File: config.mk
export PLATFORM = sky130hd
export DESIGN_NAME = fetch_stage
export DESIGN_NICKNAME = d
export VERILOG_FILES = /design/src/rtl/fetch_stage.sv
export SDC_FILE = /design/constraint.sdc
export NUM_CORES = 1
export LEC_CHECK = 0
export ABC_CLOCK_PERIOD_IN_PS = 9950
export CAP_MARGIN = 20
export CORE_MARGIN = 1
export CORE_UTILIZATION = 55
export CTS_CLUSTER_DIAMETER = 80
export DETAILED_ROUTE_END_ITERATION = 10
export PLACE_DENSITY = 0.85
export SLEW_MARGIN = 10
export SYNTH_ARGS = -nofsm -noshare
export SYNTH_HDL_FRONTEND = slang
export SYNTH_SLANG_ARGS = --single-unit
export TNS_END_PERCENT = 5
File: constraint.sdc
create_clock -name clk -period 9.95 [get_ports clk]
set_clock_uncertainty 0.1 [all_clocks]
set_input_delay 1.4925 -clock clk [delete_from_list [all_inputs] [get_ports clk]]
set_output_delay 1.4925 -clock clk [all_outputs]
set_load 0.02 [all_outputs]
File: src/rtl/fetch_stage.sv
// rtl/fetch_stage.sv - Instruction fetch stage with a one-line buffer feeding the instruction queue
module fetch_stage #(
    parameter logic [31:0] RESET_PC    = 32'haaaaa000,
    parameter int          FETCH_WIDTH = 2,
    parameter int          LINE_BYTES  = 32
) (
    input  logic                      clk,
    input  logic                      rst,
    output logic [31:0]               ufp_addr,
    output logic [3:0]                ufp_rmask,
    input  logic [LINE_BYTES*8-1:0]   ufp_rcache_line,
    input  logic                      ufp_resp,
    output logic                      enq_o,
    output logic [2:0]                enq_count_o,
    output logic [FETCH_WIDTH*32-1:0] enq_instr_o,
    output logic [31:0]               enq_pc_o,
    output logic [63:0]               enq_order_o,
    input  logic [5:0]                free_slots_i,
    input  logic                      redirect_i,
    input  logic [31:0]               redirect_pc_i,
    input  logic                      flush_i
);

    localparam int OFF        = $clog2(LINE_BYTES);
    localparam int LINE_WORDS = LINE_BYTES / 4;
    localparam int TAG_W      = 32 - OFF;

    typedef enum logic [1:0] {
        IDLE,
        REQ,
        DISCARD
    } state_t;

    state_t                  r_state;
    state_t                  w_state_nxt;
    logic [31:0]             r_pc;
    logic [63:0]             r_order;
    logic [LINE_BYTES*8-1:0] r_buf_data;
    logic [TAG_W-1:0]        r_buf_tag;
    logic                    r_buf_valid;
    logic [31:0]             r_req_addr;

    logic                    w_hit;
    logic                    w_can_enq;
    logic                    w_issue;
    logic                    w_fill;
    logic [OFF-3:0]          w_word_idx;
    logic [4:0]              w_remain;
    logic [4:0]              w_n;

    assign w_hit      = r_buf_valid && (r_buf_tag == r_pc[31:OFF]);
    assign w_word_idx = r_pc[OFF-1:2];

    // Slots available before the end of the line; enqueue never spans two lines.
    always_comb begin
        w_remain = 5'(LINE_WORDS) - 5'(w_word_idx);
        w_n      = (w_remain < 5'(FETCH_WIDTH)) ? w_remain : 5'(FETCH_WIDTH);
    end

    // Only IDLE enqueues, so the response cycle itself can never enqueue.
    assign w_can_enq = (r_state == IDLE) && w_hit && !redirect_i && !flush_i
                       && (free_slots_i >= 6'(w_n));

    assign enq_o       = w_can_enq;
    assign enq_count_o = w_n[2:0];
    assign enq_pc_o    = r_pc;
    assign enq_order_o = r_order;
    assign ufp_addr    = r_req_addr;
    assign ufp_rmask   = (r_state != IDLE) ? 4'hF : 4'h0;

    always_comb begin
        enq_instr_o = '0;
        for (int k = 0; k < FETCH_WIDTH; k++) begin
            enq_instr_o[k*32 +: 32] = r_buf_data[((int'(w_word_idx) + k) % LINE_WORDS)*32 +: 32];
        end
    end

    always_comb begin
        w_state_nxt = r_state;
        w_issue     = 1'b0;
        w_fill      = 1'b0;
        case (r_state)
            IDLE: begin
                if (!w_hit && !redirect_i && !flush_i) begin
                    w_state_nxt = REQ;
                    w_issue     = 1'b1;
                end
            end
            REQ: begin
                // A flush coinciding with the response drops it and nothing is left to discard.
                if (flush_i) begin
                    w_state_nxt = ufp_resp ? IDLE : DISCARD;
                end else if (ufp_resp) begin
                    w_fill      = 1'b1;
                    w_state_nxt = IDLE;
                end
            end
            DISCARD: begin
                if (ufp_resp) begin
                    w_state_nxt = IDLE;
                end
            end
            default: w_state_nxt = IDLE;
        endcase
    end

    always_ff @(posedge clk or negedge rst) begin
        if (!rst) begin
            r_state     <= IDLE;
            r_pc        <= RESET_PC;
            r_order     <= '0;
            r_buf_data  <= '0;
            r_buf_tag   <= '0;
            r_buf_valid <= 1'b0;
            r_req_addr  <= '0;
        end else begin
            r_state <= w_state_nxt;
            if (w_issue) begin
                r_req_addr <= {r_pc[31:OFF], {OFF{1'b0}}};
            end
            if (flush_i) begin
                r_buf_valid <= 1'b0;
            end else if (w_fill) begin
                r_buf_valid <= 1'b1;
                r_buf_data  <= ufp_rcache_line;
                r_buf_tag   <= r_req_addr[31:OFF];
            end
            if (redirect_i) begin
                r_pc <= redirect_pc_i & 32'hFFFF_FFFC;
            end else if (w_can_enq) begin
                r_pc    <= r_pc + 32'({w_n, 2'b00});
                r_order <= r_order + 64'(w_n);
            end
        end
    end

endmodule
**Placement density heat map**

The die is cut into 20 by 20 equal tiles; white is low, dark blue is high, 0 to 100% covered.
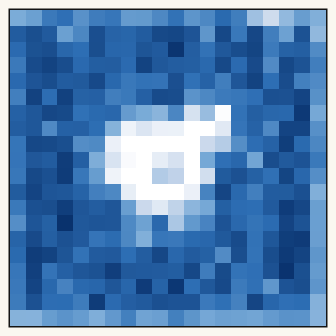
53% of the tiles are over 75% full. The emptiest ninth of the die: centre. The fullest tile reaches 99%.

==> impl_metrics.csv <==
group,metric,value,unit
drt,vias,15586,
cells_and_area,final-nonclk-buf-share,0.183,
cells_and_area,fill_cells,2373,
worst_setup_path,reg2reg_depth,9,
cells_and_area,n_clock_buffer,69,
yosys,ys_sh_simple,0.0804,
yosys,ys_area,0.0212,mm2
worst_setup_path,critical_path_depth,11,
min_path,hold_depth,1,
pwr,pg_comb,0.00205,W
floorplanning,die_w,198,um
global_routing,met3_usage,0.0961,
worst_setup_path,cp_common_cell,"inv_1",
floorplanning,die_y,198,um
clocking,clockBufferDepth,3,
min_path,hold_path_end,"enq_order_o[63]$_DFFE_PN0P_",
global_routing,grt_max_degree,184,
drt,wl_met3,6.08,mm
cells_and_area,regMostFlops,"r_buf_data",
pwr,fin_total_pwr,0.00609,W
yosys,synth.top_cells.by_area,"dfrtp_1 47%, mux2_2 20%, mux4_2 14%, xor2_1 2.0%, xnor2_1 1.7%",
pwr,leakage,11.2,nW
pwr,p_switching,0.00185,W
yosys,largest_area_cell,"dfrtp_1",
outcome,outcome,"completed",
pwr,seqPwrFrac,0.408,
worst_setup_path,worstPathArrival,4680,ps
job,warnings,38,
sta,fin_hold_ws,395,ps
floorplanning,boundaryPins,499,
yosys,yosys.cell_count.top_type,"dfrtp_1",
yosys,synth.distinct_cells,64,
clocking,cts_tree,"built",
clocking,cts.clk_slew.worst_paths,60,ps
drt,finalWirelength,61.0,mm
pwr,powerDensity,219,mW/mm2
cells_and_area,seq_area_frac,0.367,
placed_design,gp_congestion,0.936,
yosys,logic_family,"multiplexers",
cells_and_area,fin_cells,2546,
cells_and_area,fin_nets,2308,
clocking,cts-resized-gates,0,
worst_setup_path,cp_cell_sequence,"inv_1, ha_4, inv_1, nand2_1, inv_1, ha_1, or4_1, a211o_1, nand2_1, nor3_4, clkdlybuf4s50_1",
cells_and_area,layout_top_cell,"clkdlybuf4s50_1",
floorplanning,fp-row-count,71,
sta,setup-tns-final,0,ps
clocking,worstSkewPairLatency,570,ps
clocking,htreeDepth,2,
pwr,p_clk,0.00156,W
cells_and_area,post-route-util,0.737,
cells_and_area,n_antenna_cell,11,
clocking,post_cts_buffers,0,
pwr,power_leader,"sequential cells",
min_path,hold_start,"enq_order_o[63]$_DFFE_PN0P_",
**Metal 3**

Bar = 50 um.
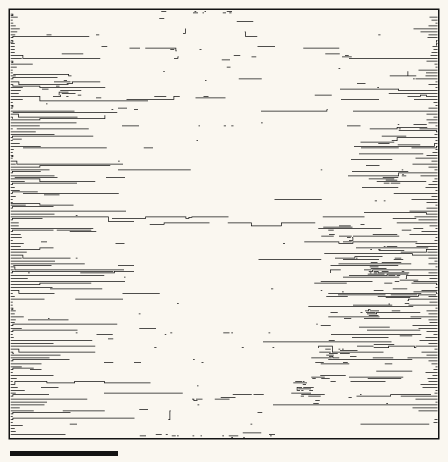
The wires run mostly horizontal. 447 nets have wire on it.

No activity file was given, so power comes from the tool's default toggle rates.
